[src/rtl/gate_array_pipe_pkg.sv]
// gate_array_pipe_pkg: shared gate-mode encoding for the pipelined gate array.
//   Package gate_pkg
//     mode_t   : 3-bit gate select, MODE_AND .. MODE_RSVD
//     MODE_CNT : number of encodable modes
package gate_pkg;

    typedef enum logic [2:0] {
        MODE_AND,
        MODE_OR,
        MODE_NAND,
        MODE_NOR,
        MODE_XOR,
        MODE_XNOR,
        MODE_NOT,
        MODE_RSVD
    } mode_t;

    localparam int MODE_CNT = 8;

endpackage

[src/rtl/gate_array_pipe_if.sv]
// gate_array_pipe_if: valid/ready bundle for the gate array stage.
//   Input side : in_valid, in_ready, mode[2:0], operands[NUM_IN*WIDTH-1:0]
//   Output side: out_valid, out_ready, result[WIDTH-1:0], out_err
//   master     : environment (drives operands and out_ready)
//   slave      : the gate array block
interface gate_array_pipe_if #(
    parameter int WIDTH  = 4,
    parameter int NUM_IN = 2
);

    logic                    in_valid;
    logic                    in_ready;
    logic [2:0]              mode;
    logic [NUM_IN*WIDTH-1:0] operands;
    logic                    out_valid;
    logic                    out_ready;
    logic [WIDTH-1:0]        result;
    logic                    out_err;

    modport master (
        output in_valid, mode, operands, out_ready,
        input  in_ready, out_valid, result, out_err
    );

    modport slave (
        input  in_valid, mode, operands, out_ready,
        output in_ready, out_valid, result, out_err
    );

endinterface

[src/rtl/gate_reduce.sv]
// gate_reduce: combinational bitwise reduction of NUM_IN operands by gate mode.
//   mode     in  gate select (mode_t)
//   operands in  NUM_IN*WIDTH, operand i at [i*WIDTH +: WIDTH]
//   result   out WIDTH, gate output (zero for reserved mode)
//   err      out high for reserved mode
module gate_reduce
    import gate_pkg::*;
#(
    parameter int WIDTH  = 4,
    parameter int NUM_IN = 2
) (
    input  mode_t                   mode,
    input  logic [NUM_IN*WIDTH-1:0] operands,
    output logic [WIDTH-1:0]        result,
    output logic                    err
);

    logic [WIDTH-1:0] and_r, or_r, xor_r;

    // Full-width reductions first; inverted modes invert the whole reduction.
    always_comb begin
        and_r = '1;
        or_r  = '0;
        xor_r = '0;
        for (int i = 0; i < NUM_IN; i++) begin
            and_r = and_r & operands[i*WIDTH +: WIDTH];
            or_r  = or_r  | operands[i*WIDTH +: WIDTH];
            xor_r = xor_r ^ operands[i*WIDTH +: WIDTH];
        end
    end

    assign result = (mode == MODE_AND)  ? and_r  :
                    (mode == MODE_OR)   ? or_r   :
                    (mode == MODE_NAND) ? ~and_r :
                    (mode == MODE_NOR)  ? ~or_r  :
                    (mode == MODE_XOR)  ? xor_r  :
                    (mode == MODE_XNOR) ? ~xor_r :
                    (mode == MODE_NOT)  ? ~operands[WIDTH-1:0] : '0;
    assign err = (mode == MODE_RSVD);

endmodule

[src/rtl/gate_array_pipe.sv]
// gate_array_pipe: two-stage back-pressurable bitwise gate array with result counter.
//   clk      in  rising-edge clock
//   rst_n    in  asynchronous active-low reset
//   bus      slave side of gate_array_pipe_if (valid/ready in, valid/ready out)
//   op_count out CNT_W, completed output handshakes, wrapping
module gate_array_pipe
    import gate_pkg::*;
#(
    parameter int WIDTH  = 4,
    parameter int NUM_IN = 2,
    parameter int CNT_W  = 8
) (
    input  logic             clk,
    input  logic             rst_n,
    gate_array_pipe_if.slave bus,
    output logic [CNT_W-1:0] op_count
);

    logic                    s1_v, s2_v, adv1, adv2, f_err;
    mode_t                   s1_mode;
    logic [NUM_IN*WIDTH-1:0] s1_ops;
    logic [WIDTH-1:0]        f_res;

    // A stage may load when it is empty or its contents move on this edge.
    assign adv2          = !s2_v || bus.out_ready;
    assign adv1          = !s1_v || adv2;
    assign bus.in_ready  = adv1;
    assign bus.out_valid = s2_v;

    // Stage-1 data is qualified by s1_v, so it needs no reset.
    always_ff @(posedge clk) begin
        if (adv1 && bus.in_valid) begin
            s1_mode <= mode_t'(bus.mode);
            s1_ops  <= bus.operands;
        end
    end

    gate_reduce #(
        .WIDTH  (WIDTH),
        .NUM_IN (NUM_IN)
    ) u_reduce (
        .mode     (s1_mode),
        .operands (s1_ops),
        .result   (f_res),
        .err      (f_err)
    );

    always_ff @(posedge clk or negedge rst_n) begin
        if (!rst_n) begin
            s1_v        <= 1'b0;
            s2_v        <= 1'b0;
            bus.result  <= '0;
            bus.out_err <= 1'b0;
            op_count    <= '0;
        end else begin
            if (adv1)
                s1_v <= bus.in_valid;
            if (adv2) begin
                s2_v <= s1_v;
                if (s1_v) begin
                    bus.result  <= f_res;
                    bus.out_err <= f_err;
                end
            end
            if (s2_v && bus.out_ready)
                op_count <= op_count + CNT_W'(1);
        end
    end

endmodule
[src/flat_wrapper.sv]
// flat-port wrapper written by rule: the top's interface ports become plain ports
module gate_array_pipe_flat import gate_pkg::*;
#(
    parameter int WIDTH  = 4,
    parameter int NUM_IN = 2,
    parameter int CNT_W  = 8
)
  (clk, rst_n, op_count, bus_in_valid, bus_mode, bus_operands, bus_out_ready, bus_in_ready, bus_out_valid, bus_result, bus_out_err);
  gate_array_pipe_if #(.WIDTH(WIDTH), .NUM_IN(NUM_IN)) bus_i ();
  input  logic clk;
  input  logic rst_n;
  output logic [CNT_W-1:0] op_count;
  input wire logic [$bits(bus_i.in_valid)-1:0] bus_in_valid;
  input wire logic [$bits(bus_i.mode)-1:0] bus_mode;
  input wire logic [$bits(bus_i.operands)-1:0] bus_operands;
  input wire logic [$bits(bus_i.out_ready)-1:0] bus_out_ready;
  output wire logic [$bits(bus_i.in_ready)-1:0] bus_in_ready;
  output wire logic [$bits(bus_i.out_valid)-1:0] bus_out_valid;
  output wire logic [$bits(bus_i.result)-1:0] bus_result;
  output wire logic [$bits(bus_i.out_err)-1:0] bus_out_err;
  assign bus_i.in_valid = bus_in_valid;
  assign bus_i.mode = bus_mode;
  assign bus_i.operands = bus_operands;
  assign bus_i.out_ready = bus_out_ready;
  assign bus_in_ready = bus_i.in_ready;
  assign bus_out_valid = bus_i.out_valid;
  assign bus_result = bus_i.result;
  assign bus_out_err = bus_i.out_err;
  gate_array_pipe #(.WIDTH(WIDTH), .NUM_IN(NUM_IN), .CNT_W(CNT_W)) u_core (.clk(clk), .rst_n(rst_n), .bus(bus_i), .op_count(op_count));
endmodule
[config.mk]
export PLATFORM = sky130hd
export DESIGN_NAME = gate_array_pipe_flat
export DESIGN_NICKNAME = d
export VERILOG_FILES = /design/src/rtl/gate_array_pipe_pkg.sv /design/src/rtl/gate_array_pipe_if.sv /design/src/rtl/gate_reduce.sv /design/src/rtl/gate_array_pipe.sv /design/src/flat_wrapper.sv
export SDC_FILE = /design/constraint.sdc
export NUM_CORES = 1
export LEC_CHECK = 0
export CORE_UTILIZATION = 49
export CTS_CLUSTER_DIAMETER = 30
export DETAILED_ROUTE_END_ITERATION = 7
export MAX_ROUTING_LAYER = met4
export PLACE_DENSITY = 0.86
export SLEW_MARGIN = 0
export SYNTH_ARGS = -nofsm -noshare
export SYNTH_HDL_FRONTEND = slang
export SYNTH_SLANG_ARGS = --single-unit
[constraint.sdc]
create_clock -name clk -period 1.9 [get_ports clk]
set_clock_uncertainty 0.1 [all_clocks]
set_input_delay 0.19 -clock clk [delete_from_list [all_inputs] [get_ports clk]]
set_output_delay 0.19 -clock clk [all_outputs]
set_load 0.005 [all_outputs]
Figure 1. Placement by cell class.
Fill, decap, tap and diode cells in gray.
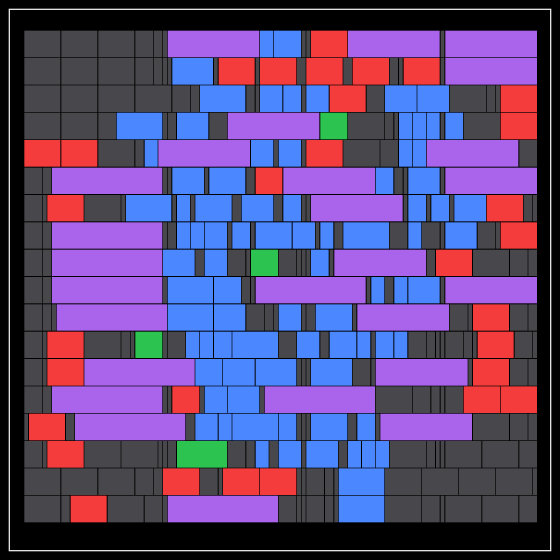
clock drivers and dummy loads -> green  # cells 4
remaining buffers and delay cells -> red  # cells 31
registers -> purple  # cells 26
remaining logic cells -> blue  # cells 83

Figure 2. Clock wiring as the flow saved it.
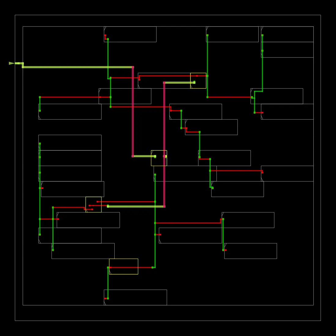
clock sink total: 26
insertion delay at the late pin of the worst-skew pair: 0.33 ns
layout clock buffer count: 4

Figure 3. Wiring by layer.
Scale bar: 20 um. Only two layers are drawn.
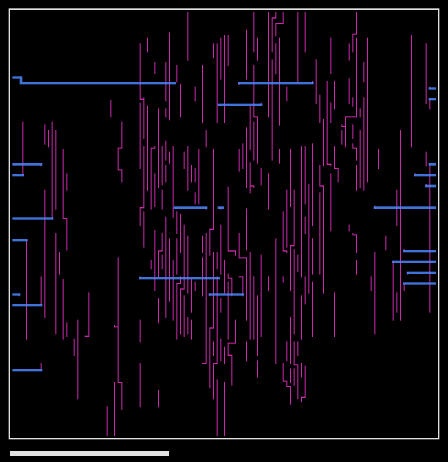
M2 -> magenta  # wire length 1,210 um
M3 -> blue  # wire length 102 um

Figure 4. Register map, names as in the netlist.
Scale bar: 20 um.
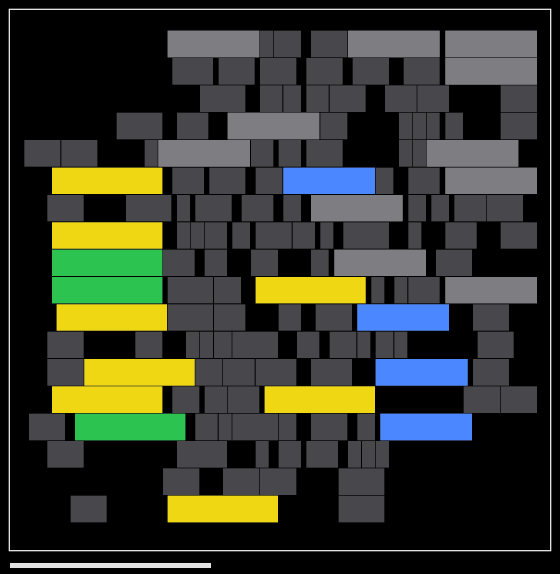
u_core.s1_ops -> yellow  # sequential cells 8
u_core.bus.result -> blue  # sequential cells 4
u_core.s1_mode -> green  # sequential cells 3

Figure 5. Routed clock nets over the placement.
Scale bar: 20 um.
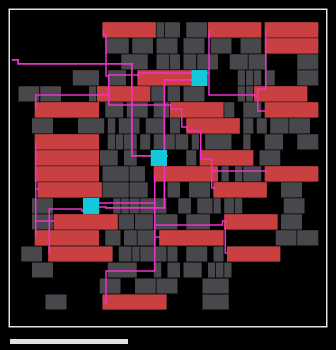
clock-net drivers -> cyan  # count 3
clock wires -> magenta  # length 300 um
flip-flops -> red  # count 26
routed clock nets = 4

==> summary.json <==
{
  "rows": 18,
  "max-clock-path-buffers": 2,
  "numSynthFlops": 26,
  "setup.worst_path.class": "flip-flop to output pin",
  "synthAdderAreaFrac": 0.0860,
  "first_pass_iters": 4,
  "antenna_left": 0,
  "status": "complete, no violations",
  "synth-compound-area-share": 0.105,
  "xor_xnor_portion_of_the_synthesized_cell_area": 0.0669,
  "synth_area_um2": 1310,
  "synthTopCellsByCount": "sky130_fd_sc_hd__dfrtp_1, sky130_fd_sc_hd__edfxtp_1, sky130_fd_sc_hd__inv_1",
  "ys_dominant_reg_cell": "sky130_fd_sc_hd__dfrtp_1",
  "dp_worst_setup_slack_ns": 0.211,
  "post_synth_mux_area_share": 0.0239,
  "netSwitchingPower_uw": 438,
  "fp-utilization": 0.524,
  "largest_area_contributor_in_the_netlist": "sky130_fd_sc_hd__dfrtp_1",
  "synth-area-yosys_um2": 1310,
  "globalRoute.busiestLayer": "met2",
  "grt_use_met3": 0.0508,
  "cts_tree": "built",
  "clkPwrFrac": 0.180,
  "critical_path_fanouts_max": 6,
  "syn-instance-count": 112,
  "cts_root_buffer": "sky130_fd_sc_hd__clkbuf_4",
  "layout_top_cells_excl_fill_tap": "sky130_fd_sc_hd__clkdlybuf4s50_1, sky130_fd_sc_hd__dfrtp_1, sky130_fd_sc_hd__edfxtp_1",
  "fin_total_pwr_mw": 1.56,
  "maximum_frequency_from_static_timing_analysis_ghz": 0.570,
  "synth_area_per_cell_um2": 11.7,
  "first_pass_grt_wire_length_um": 3750,
  "worst_r2r_startpoint": "u_core.s1_mode[1]",
  "fin_tns_setup_ns": 0,
  "cts_resized": 0,
  "global_route.usage.met2": 0.340,
  "place_inst": 170,
  "power.clock.total_uw": 280,
  "comb_power_uw": 467,
  "die_y_um": 53.7,
  "class_of_the_tightest_hold_or_removal_check": "primary input to asynchronous set/reset pin",
  "dp.final_hpwl_um": 1760,
  "netlist.top_cell.by_instances": "sky130_fd_sc_hd__dfrtp_1",
  "worst_ep_arrival_time_ns": 1.47,
  "utilization": 0.667,
  "layout-drive-gt1-share": 0.0833,
  "timing.final.crit_share": 0.924,
  "final_net_count": 169
}
==> critical path, stage by stage (launching register included) <==
cell and delay [ns]:
sky130_fd_sc_hd__dfrtp_1 0.47, sky130_fd_sc_hd__nand3b_1 0.15, sky130_fd_sc_hd__clkdlybuf4s50_1 0.52
==> state kept, by name, summed over array words and instances (netlist names) <==
name                  cells
u_core.bus.out_err        1
u_core.bus.out_valid      1
u_core.bus.result         4
u_core.op_count           8
u_core.s1_mode            3
u_core.s1_ops             8
u_core.s1_v               1
==> area by class of cell <==
type / instances / area (um^2) / share of cell area
sequential: 26 / 706 / 0.423
multi-input combinational: 73 / 546 / 0.327
timing repair buffer: 31 / 305 / 0.183
inverter: 10 / 37.5 / 0.0225
tap: 30 / 37.5 / 0.0225
clock buffer: 4 / 36.3 / 0.0218
